$ cat config.mk
export PLATFORM = sky130hd
export DESIGN_NAME = pipe_stage_skid
export DESIGN_NICKNAME = d
export VERILOG_FILES = /design/src/rtl/pipe_pkg.sv /design/src/rtl/sat_counter.sv /design/src/rtl/pipe_stage_skid.sv
export SDC_FILE = /design/constraint.sdc
export NUM_CORES = 1
export LEC_CHECK = 0
export ABC_CLOCK_PERIOD_IN_PS = 1800
export CAP_MARGIN = 20
export CORE_MARGIN = 4
export CORE_UTILIZATION = 48
export CTS_BUF_LIST = sky130_fd_sc_hd__clkbuf_4 sky130_fd_sc_hd__clkbuf_8 sky130_fd_sc_hd__clkbuf_16
export CTS_CLUSTER_DIAMETER = 40
export CTS_CLUSTER_SIZE = 14
export DETAILED_ROUTE_END_ITERATION = 16
export GPL_TIMING_DRIVEN = 0
export HOLD_SLACK_MARGIN = 0.08
export PLACE_DENSITY = 0.8
export SYNTH_ARGS = -nofsm -noshare
export SYNTH_HDL_FRONTEND = slang
export SYNTH_SLANG_ARGS = --single-unit
$ cat constraint.sdc
create_clock -name clk_i -period 1.8 [get_ports clk_i]
set_input_delay 0.27 -clock clk_i [delete_from_list [all_inputs] [get_ports clk_i]]
set_output_delay 0.27 -clock clk_i [all_outputs]
set_load 0.05 [all_outputs]
$ cat src/rtl/pipe_pkg.sv
// rtl/pipe_pkg.sv - shared state encoding for pipe_stage_skid instances
// Holds the stage state type; optional perf counters are enabled by PIPE_STAGE_PERF_EN.
package pipe_pkg;

  typedef enum logic [1:0] {
    EMPTY = 2'd0,
    FULL  = 2'd1,
    SKID  = 2'd2
  } pipe_state_e;

endpackage

$ cat src/rtl/sat_counter.sv
// rtl/sat_counter.sv - saturating up-counter with synchronous active-high clear
// Sticks at all-ones instead of wrapping.
module sat_counter #(
  parameter int W = 16
) (
  input  logic         clk_i,
  input  logic         rst_i,
  input  logic         inc_i,
  output logic [W-1:0] cnt_o
);

  logic [W-1:0] r_cnt;

  always_ff @(posedge clk_i) begin
    if (rst_i) begin
      r_cnt <= '0;
    end else if (inc_i && (r_cnt != {W{1'b1}})) begin
      r_cnt <= r_cnt + {{(W-1){1'b0}}, 1'b1};
    end
  end

  assign cnt_o = r_cnt;

endmodule

$ cat src/rtl/pipe_stage_skid.sv
// rtl/pipe_stage_skid.sv - elastic inter-stage register with one-entry skid buffer
// Stall/flush counters exist only when PIPE_STAGE_PERF_EN is defined; otherwise they read 0.
module pipe_stage_skid
  import pipe_pkg::*;
#(
  parameter int DATA_W = 64,
  parameter int CNT_W  = 16
) (
  input  logic              clk_i,
  input  logic              rst_i,
  input  logic              flush_i,
  input  logic              in_valid_i,
  output logic              in_ready_o,
  input  logic [DATA_W-1:0] in_data_i,
  output logic              out_valid_o,
  input  logic              out_ready_i,
  output logic [DATA_W-1:0] out_data_o,
  output logic [CNT_W-1:0]  stall_cnt_o,
  output logic [CNT_W-1:0]  flush_cnt_o
);

  pipe_state_e       r_state, w_state_nxt;
  logic [DATA_W-1:0] r_main, w_main_nxt;
  logic [DATA_W-1:0] r_skid, w_skid_nxt;
  logic              w_in_fire, w_out_fire;

  // Both handshake outputs depend on state only, so no ready/valid path is combinational.
  assign out_valid_o = (r_state != EMPTY);
  assign in_ready_o  = (r_state != SKID);
  // main is cleared whenever the stage empties, so it already reads 0 while invalid.
  assign out_data_o  = r_main;

  assign w_in_fire  = in_valid_i & in_ready_o;
  assign w_out_fire = out_valid_o & out_ready_i;

  always_comb begin
    w_state_nxt = r_state;
    w_main_nxt  = r_main;
    w_skid_nxt  = r_skid;
    if (flush_i) begin
      w_state_nxt = EMPTY;
      w_main_nxt  = '0;
      w_skid_nxt  = '0;
    end else begin
      case (r_state)
        EMPTY: begin
          if (w_in_fire) begin
            w_state_nxt = FULL;
            w_main_nxt  = in_data_i;
          end
        end
        FULL: begin
          if (w_in_fire && w_out_fire) begin
            w_main_nxt = in_data_i;
          end else if (w_in_fire) begin
            w_state_nxt = SKID;
            w_skid_nxt  = in_data_i;
          end else if (w_out_fire) begin
            w_state_nxt = EMPTY;
            w_main_nxt  = '0;
          end
        end
        SKID: begin
          if (w_out_fire) begin
            w_state_nxt = FULL;
            w_main_nxt  = r_skid;
            w_skid_nxt  = '0;
          end
        end
        default: begin
          w_state_nxt = EMPTY;
          w_main_nxt  = '0;
          w_skid_nxt  = '0;
        end
      endcase
    end
  end

  always_ff @(posedge clk_i) begin
    if (rst_i) begin
      r_state <= EMPTY;
      r_main  <= '0;
      r_skid  <= '0;
    end else begin
      r_state <= w_state_nxt;
      r_main  <= w_main_nxt;
      r_skid  <= w_skid_nxt;
    end
  end

`ifdef PIPE_STAGE_PERF_EN
  sat_counter #(.W(CNT_W)) u_stall_cnt (
    .clk_i (clk_i),
    .rst_i (rst_i),
    .inc_i (out_valid_o & ~out_ready_i),
    .cnt_o (stall_cnt_o)
  );

  sat_counter #(.W(CNT_W)) u_flush_cnt (
    .clk_i (clk_i),
    .rst_i (rst_i),
    .inc_i (flush_i & (r_state != EMPTY)),
    .cnt_o (flush_cnt_o)
  );
`else
  assign stall_cnt_o = '0;
  assign flush_cnt_o = '0;
`endif

endmodule

==> results.cfg, run 1 <==
; synthesis and place-and-route metrics
[outcome]
status = completed

[sta]
fmax_mhz = 571.8
period_minus_slack_ns = 1.749
fin_setup_tns_ns = 0
layout_setup_ws_ns = 0.05103
finalClockSkew_ns = 0.007687
fin_crit_sh = 0.9717

[final_layout]
mostFrequentLayoutCell = nand2_1
mostFrequentLayoutCells = 193 x nand2_1, 128 x dfxtp_1, 67 x clkdlybuf4s50_1
fin_nets = 952

[floorplanning]
die_y_um = 118.7
dieArea_um2 = 14100
fp.dieW_um = 118.7

[synth]
synth-cells-yosys = 700
top_cell = nand2_1
ff_type = dfxtp_1
edf_count = 0
netlist.area_leader.share = 0.4422
ys_types = 26
top_cells_by_count = 193 x nand2_1, 130 x dfxtp_1
yosys-top-cells-area = dfxtp_1 44%, nand2_1 12%, a221o_1 11%, nand3b_1 8.2%, a31oi_1 6.8%

[power]
power.switching_mw = 2.027
power.leakage_nw = 3.053
power_frac_comb = 0.133
total_power_mw = 7.592
p_int_mw = 5.564

[place]
gp_congestion = 0.8471
place_inst = 1011
dp_hpwl_um = 12280

[grt]
grt.total_usage = 0.2532
globalRouteOverflowTotal = 0
grt_pass1_vias = 5908

[clock_tree]
clk_pin_slew_ns = 0.06
cts_buffers = 17
ctsHoldBuffers = 0
h-tree-depth = 4
clk-insertion-delay-late_ns = 0.42
clock_path_buffers = 2

[routing]
vias_per_cell = 5.745
avgRoutedWirePerCell_um = 17.37
vias = 5992

[worst_hold_path]
whs_path_depth = 3
hold_end = r_state[1]
hp-start = out_ready_i

[worst_setup_path]
required_ns = 1.53
rrSetupSlack_ns = 0.14
start_kind = flop
r2r_cells = 4
r2r_end = r_skid[19]
crit_type = reg2out
run 1: metal layers:
layer | vias to the layer above | GRT usage | wire length (µm)
li1 | 2837 | - | -
met3 | 44 | 0.06029 | 1274
met2 | 263 | 0.4050 | 8601
met1 | 2848 | 0.3278 | 7716
met5 | - | 0 | 0
met4 | 0 | 0.1050 | 519
run 1: flip-flops by register name, indices dropped and copies added, names as in the netlist:
signal and flops:
r_state 2, r_skid 64, out_data_o 64
run 1: cells by family (layout without fill, tap and decap cells):
kind of cell           after synthesis  count (layout)  share of synthesized area
AOI/OAI and AO/OA                  132             132                     0.1835
buffers and inverters              103             268                    0.09800
DFF                                130             130                     0.4422
muxes                                2               2                   0.003614
other                                1              32                  0.0006371
and+or+nand+nor                    332             332                     0.2721
run 1: how the worst max path moves through the flow:
stage | startpoint | to | cells past startpoint
2_1_floorplan | r_state[0] | out_data_o[13] | 5
3_3_place_gp | flush_i | out_data_o[35] | 7
3_5_place_dp | flush_i | out_data_o[38] | 7
4_1_cts | flush_i | r_skid[28] | 7
5_1_grt | flush_i | out_data_o[1] | 7
6_report | r_state[0] | in_ready_o | 3
run 1: repair_timing:
action                     in CTS  in global routing
resized                        85                 24
pin swaps                       0                  1
setup endpoints to repair     170                121
buffers inserted                0                  1
run 1: critical path: stages (launching register included):
cell and delay (ns):
dfxtp_2 0.39, nand2b_2 0.20, clkbuf_4 0.24, buf_4 0.23
run 1: cell type report:
type | instances | area (µm²) | share of cell area
well taps | 147 | 183.9 | 0.02270
multi-input cells | 498 | 2830 | 0.3492
plain buffers | 102 | 604.3 | 0.07457
clock buffers | 21 | 461.7 | 0.05697
repair buffers | 134 | 1264 | 0.1559
clock inverters | 11 | 155.1 | 0.01914
flip-flops and latches | 130 | 2605 | 0.3214
Figure 1. Nets reached from selected ports (run 1).
Scale bar: 20 µm.
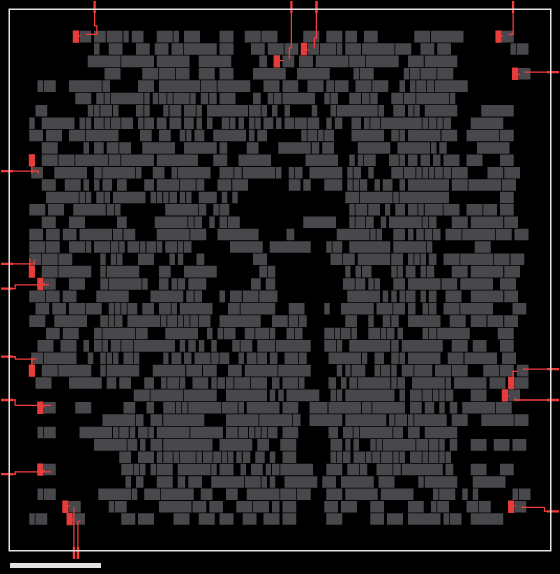
`stall_cnt_o`: in red, bits 16, direction output, end cells 16, buffers 16, wire 137 µm.
IO buf count: 133
# IOs: 167

Figure 2. Where the registers sit (run 1).
Scale bar: 20 µm.
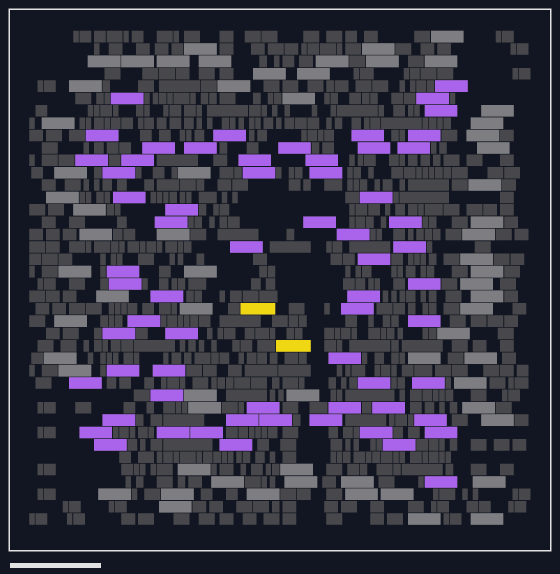
`r_state`: in yellow, sequential cells 2. `r_skid`: in purple, sequential cells 64.
Another 64 sequential cells are not coloured.
sequential cell area: 2605 µm²
seq pwr: 2.98 mW
Final Core Density: 0.6747
flop share of the area: 0.3214

Figure 3. The clock network (run 1).
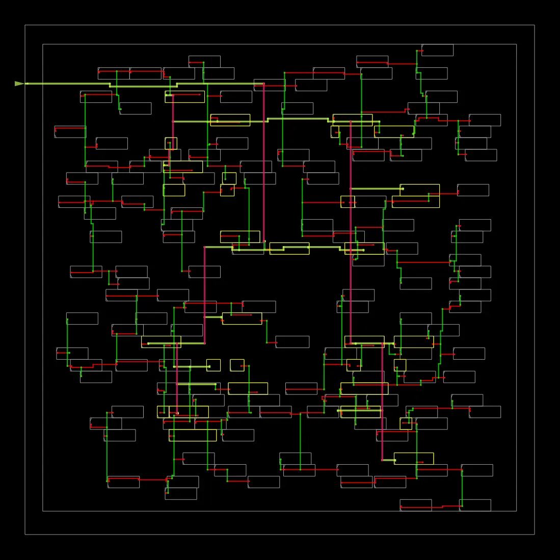
TritonCTS sink count: 130
clock group power: 3.60 mW

==> inputs of run 2 (changes only) <==
Settings changed: CTS_CLUSTER_DIAMETER 40 to unset, PLACE_DENSITY 0.8 to 0.85.
Figure 4. Where the registers sit (run 2).
Scale bar: 20 µm.
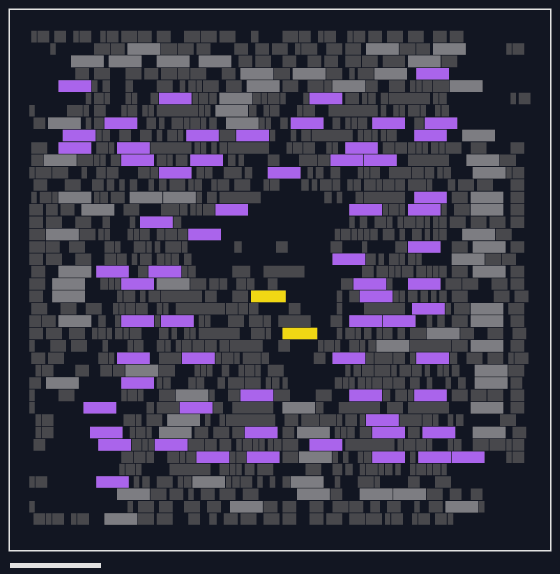
`r_skid`: in purple, sequential cells 64. `r_state`: in yellow, sequential cells 2.
Another 64 sequential cells are not coloured.
flop share of the area: 0.3194
Final Core Density: 0.6790

Figure 5. Nets reached from selected ports (run 2).
Scale bar: 20 µm.
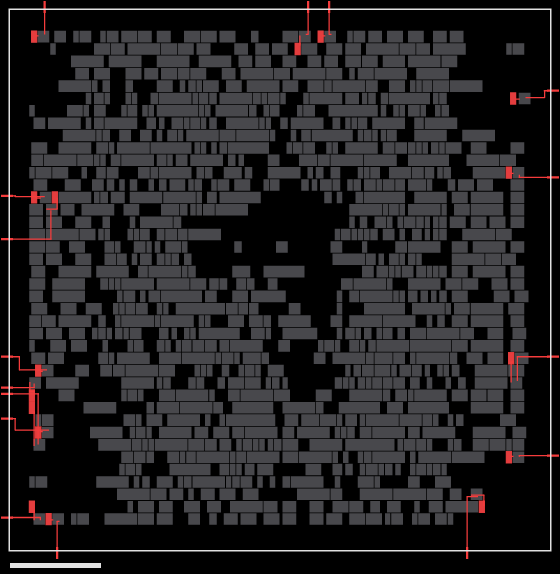
`stall_cnt_o`: in red, bits 16, direction output, end cells 16, buffers 16, wire 174 µm.

==> run 2 against run 1 <==
Compared with the run above:
- synthesized area unchanged
- sequential cell count unchanged
- die size unchanged
- combinational power about the same
- clock-buffer cell count increased by 2
- via count decreased by 1.2%
- core utilization increased by 0.43 points
- cell count increased by 0.19%
- wire length decreased by 3.2%
- total power increased by 2.4%
- critical path type unchanged
==> results.cfg, run 2 <==
; synthesis and place-and-route metrics
[outcome]
status = completed

[sta]
finalClockSkew_ns = 0.006284
fmax_mhz = 575.4
layout_setup_ws_ns = 0.06200

[synth]
netlist.area_leader.share = 0.4422
synth-cells-yosys = 700
edf_count = 0
top_cell = nand2_1

[clock_tree]
clk_pin_slew_ns = 0.06
clk-insertion-delay-late_ns = 0.42
clock_sinks = 130
h-tree-depth = 4

[place]
portBuffers = 133
gp_congestion = 0.8033
dp_hpwl_um = 11610
place_inst = 1011

[worst_setup_path]
path_cells = nand2b_2 -> clkbuf_4 -> buf_4
start_kind = flop
crit_path_start = r_state[0]
crit_type = reg2out
cpPeakStageDelay_ns = 0.40
critical_path.top_delay_family = buffers and inverters

[final_layout]
fin_nets = 954
mostFrequentLayoutCells = 193 x nand2_1, 128 x dfxtp_1, 67 x clkdlybuf4s50_1

[floorplanning]
die_y_um = 118.7
dieArea_um2 = 14100

[routing]
vias_per_cell = 5.665

[grt]
globalRouteOverflowTotal = 0

[power]
total_power_mw = 7.778
Figure 6. Signal wires by layer (run 2).
Two of the layers only.
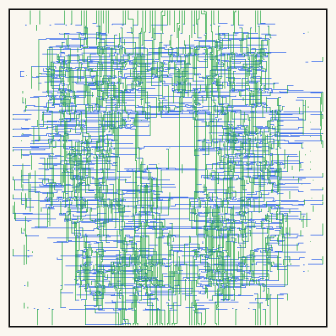
M2: in green, wire length 8,000 µm. M1: in blue, wire length 7,840 µm.
Via Count: 5,920
WL/cell: 16.78 µm
GRT Overall Usage: 0.2439
Post-Route WL: 17,540 µm

==> run 2: cell counts after synthesis <==
Identical to the previous run, type by type.
==> run 2: logic make-up after synthesis <==
group,Yosys count,synth area share
AND/OR/NAND/NOR,332,0.2721
AND-OR/OR-AND,132,0.1835
other,1,0.0006371
buffers and inverters,103,0.09800
flip-flops,130,0.4422
multiplexers,2,0.003614
==> run 2: final timing paths <==
| kind | end | slack, ns | depth (start not counted) |
|---|---|---|---|
| hold reg to reg | out_data_o[8] | 0.48 | 1 |
| setup / recovery | in_ready_o | 0.06 | 3 |
| hold / removal | r_state[1] | 0.31 | 3 |
| setup reg to reg | r_skid[21] | 0.14 | 4 |
==> run 2: what timing repair did <==
item / in CTS / in global routing
buffers inserted: 0 / 3
pin swaps: 0 / 1
resized: 90 / 16
setup endpoints to repair: 186 / 94
==> run 2: worst min-delay path, stage by stage <==
cell and delay [ns]:
buf_2 0.20, or3_4 0.18, a21oi_1 0.04
==> run 2: per-layer routing <==
layer | track usage | up-vias | routed length [µm]
li1 | - | 2841 | -
met1 | 0.3246 | 2756 | 7844
met2 | 0.3858 | 288 | 8002
met3 | 0.05837 | 35 | 1328
met4 | 0.08907 | 0 | 362
met5 | 0 | - | 0
==> run 2: final cells by class <==
cell class	instances	area, µm²
clock buffer	23	501.7
clock inverter	9	150.1
sequential	130	2605
multi-input combinational	498	2828
tap	147	183.9
buffer	102	605.6
fill	981	3856
timing repair buffer	136	1281
==> run 2: power by group <==
group          internal (mW)  total, mW  leakage, nW  switching [mW]
clock network           2.51       3.78        0.319            1.27
logic                  0.354       1.01         1.70           0.658
registers               2.94       2.98         1.05          0.0399
==> inputs of run 3 (changes only) <==
Settings changed: SKIP_CTS_REPAIR_TIMING set to 1.
Figure 7. Close-up of the layout (run 3).
Region (10, 69) to (50, 109) µm. Cells in grey, sequential cells in the stronger grey; small squares are vias.
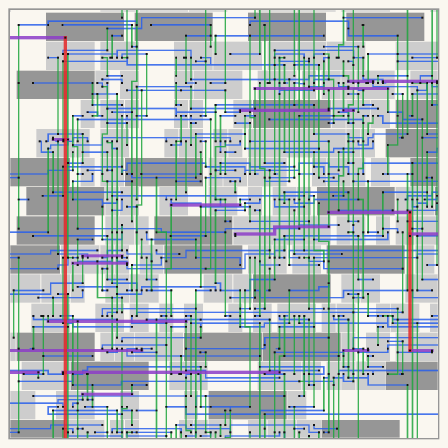
M1: in blue. M2: in green. M4: in red. M3: in purple.
Sequential cells in the window: 26. Most frequent: nand2_1 (38), dfxtp_1 (26), a221o_1 (15). 143 logic cells have their middle in the window. Netlist names of flops here include `out_data_o` (13), `r_skid` (13).

Figure 8. Nets reached from selected ports (run 3).
Scale bar: 20 µm.
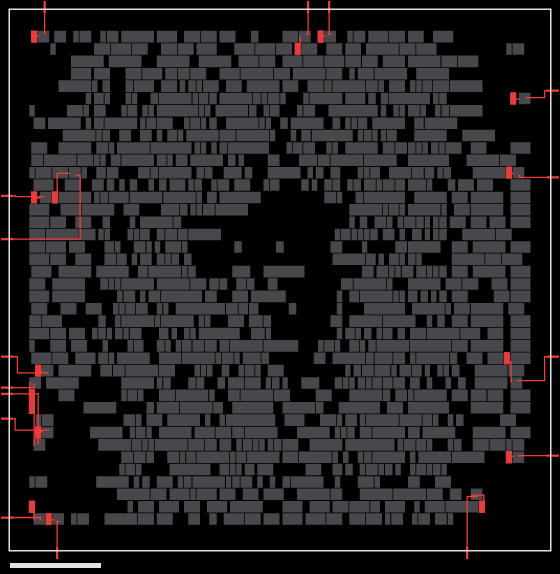
`stall_cnt_o`: in red, bits 16, direction output, end cells 16, buffers 16, wire 193 µm.

==> run 3 against run 2 <==
Compared with the run above:
- core utilization grew 1.7 points
- highest routed layer unchanged
- design area grew 2.5%
- maximum frequency shrank 1.3%
- largest power group unchanged
- sequential share of layout area shrank 0.77 points
- total power grew 0.17%
- cell count shrank 0.29%
- critical endpoint is now out_valid_o
- critical path type unchanged
==> results.cfg, run 3 <==
; synthesis and place-and-route metrics
[final_layout]
fin_nets = 951
mostFrequentLayoutCell = nand2_1
mostFrequentLayoutCells = 193 x nand2_1, 128 x dfxtp_1, 67 x clkdlybuf4s50_1

[synth]
ys_types = 26
synth-cells-yosys = 700
yosys-top-cells-area = dfxtp_1 44%, nand2_1 12%, a221o_1 11%, nand3b_1 8.2%, a31oi_1 6.8%
netlist.area_leader.share = 0.4422
top_cells_by_count = 193 x nand2_1, 130 x dfxtp_1

[clock_tree]
cts_buffers = 17
h-tree-depth = 4

[sta]
fin_crit_sh = 0.9779

[grt]
grt_util_met3 = 0.05837
grt_pass1_vias = 5783
met2_usage = 0.3847

[outcome]
status = completed

[routing]
highest_layer = met4
met1Wirelength_um = 7809
met2_length_um = 8113
wl_met3_um = 1449

[place]
gp_congestion = 0.8033

[power]
power.leakage_nw = 3.898

[worst_setup_path]
required_ns = 1.53
Figure 9. Signal wires by layer (run 3).
Two of the layers only.
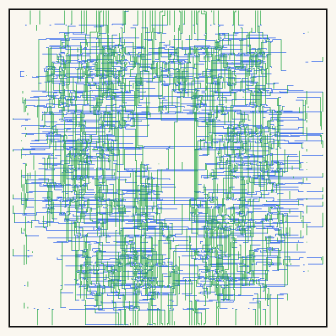
M1: in blue, wire length 7,810 µm. M2: in green, wire length 8,110 µm.
WL/cell: 17.05 µm
Post-Route WL: 17,770 µm
Via Count: 5,974

run 3: netlist changes by cell type in the layout (fill, tap and decap cells not counted):
cell	change
buf_4	-3
clkbuf_4	-1
dlymetal6s2s_1	+64
buf_12	-1
dlygate4sd2_1	-64
buf_2	-3
clkbuf_2	+5
run 3: per-stage QoR:
stage | std cells | instance area, µm² | TNS (ns) | power [mW]
after floorplan | 731 | 6003 | 0 | 3.684
after global placement | 1011 | 7518 | -46.03 | 4.061
after detailed placement | 1011 | 7518 | -52.79 | 4.064
after CTS | 1043 | 8170 | -12.25 | 7.807
after global routing | 1042 | 8356 | 0 | 8.008
final | 1042 | 8356 | 0 | 7.791
run 3: layout make-up:
cell class	count	area, µm²
Fill cell	903	3656
Multi-Input combinational cell	498	2828
Sequential cell	130	2605
Timing Repair Buffer	133	1484
Buffer	102	603.1
Clock buffer	23	501.7
Tap cell	147	183.9
Clock inverter	9	150.1
run 3: critical path, cell delays in order, from the launching register on:
cell      delay, ns
dfxtp_2        0.35
clkbuf_2       0.18
or2_2          0.31
buf_2          0.22
run 3: power breakdown:
part,switching [mW],internal (mW),total [mW]
registers,0.0401,2.94,2.98
logic,0.660,0.374,1.03
clock network,1.26,2.51,3.77
run 3: cell families (layout without fill, tap and decap cells):
kind of cell           count (synthesis)  after routing  share of synthesized area
DFF                                  130            130                     0.4422
other                                  1             32                  0.0006371
buffers and inverters                103            267                    0.09800
muxes                                  2              2                   0.003614
and+or+nand+nor                      332            332                     0.2721
AOI/OAI and AO/OA                    132            132                     0.1835
run 3: path summary, 6_finish.rpt:
path                            slack [ns]           from             end
worst min register to register        0.48  out_data_o[8]   out_data_o[8]
worst max-delay path                  0.04     r_state[1]     out_valid_o
worst min-delay path                  0.31    out_ready_i      r_state[1]
worst max register to register        0.10     r_state[1]  out_data_o[17]
Power and IR drop assume default switching activity.
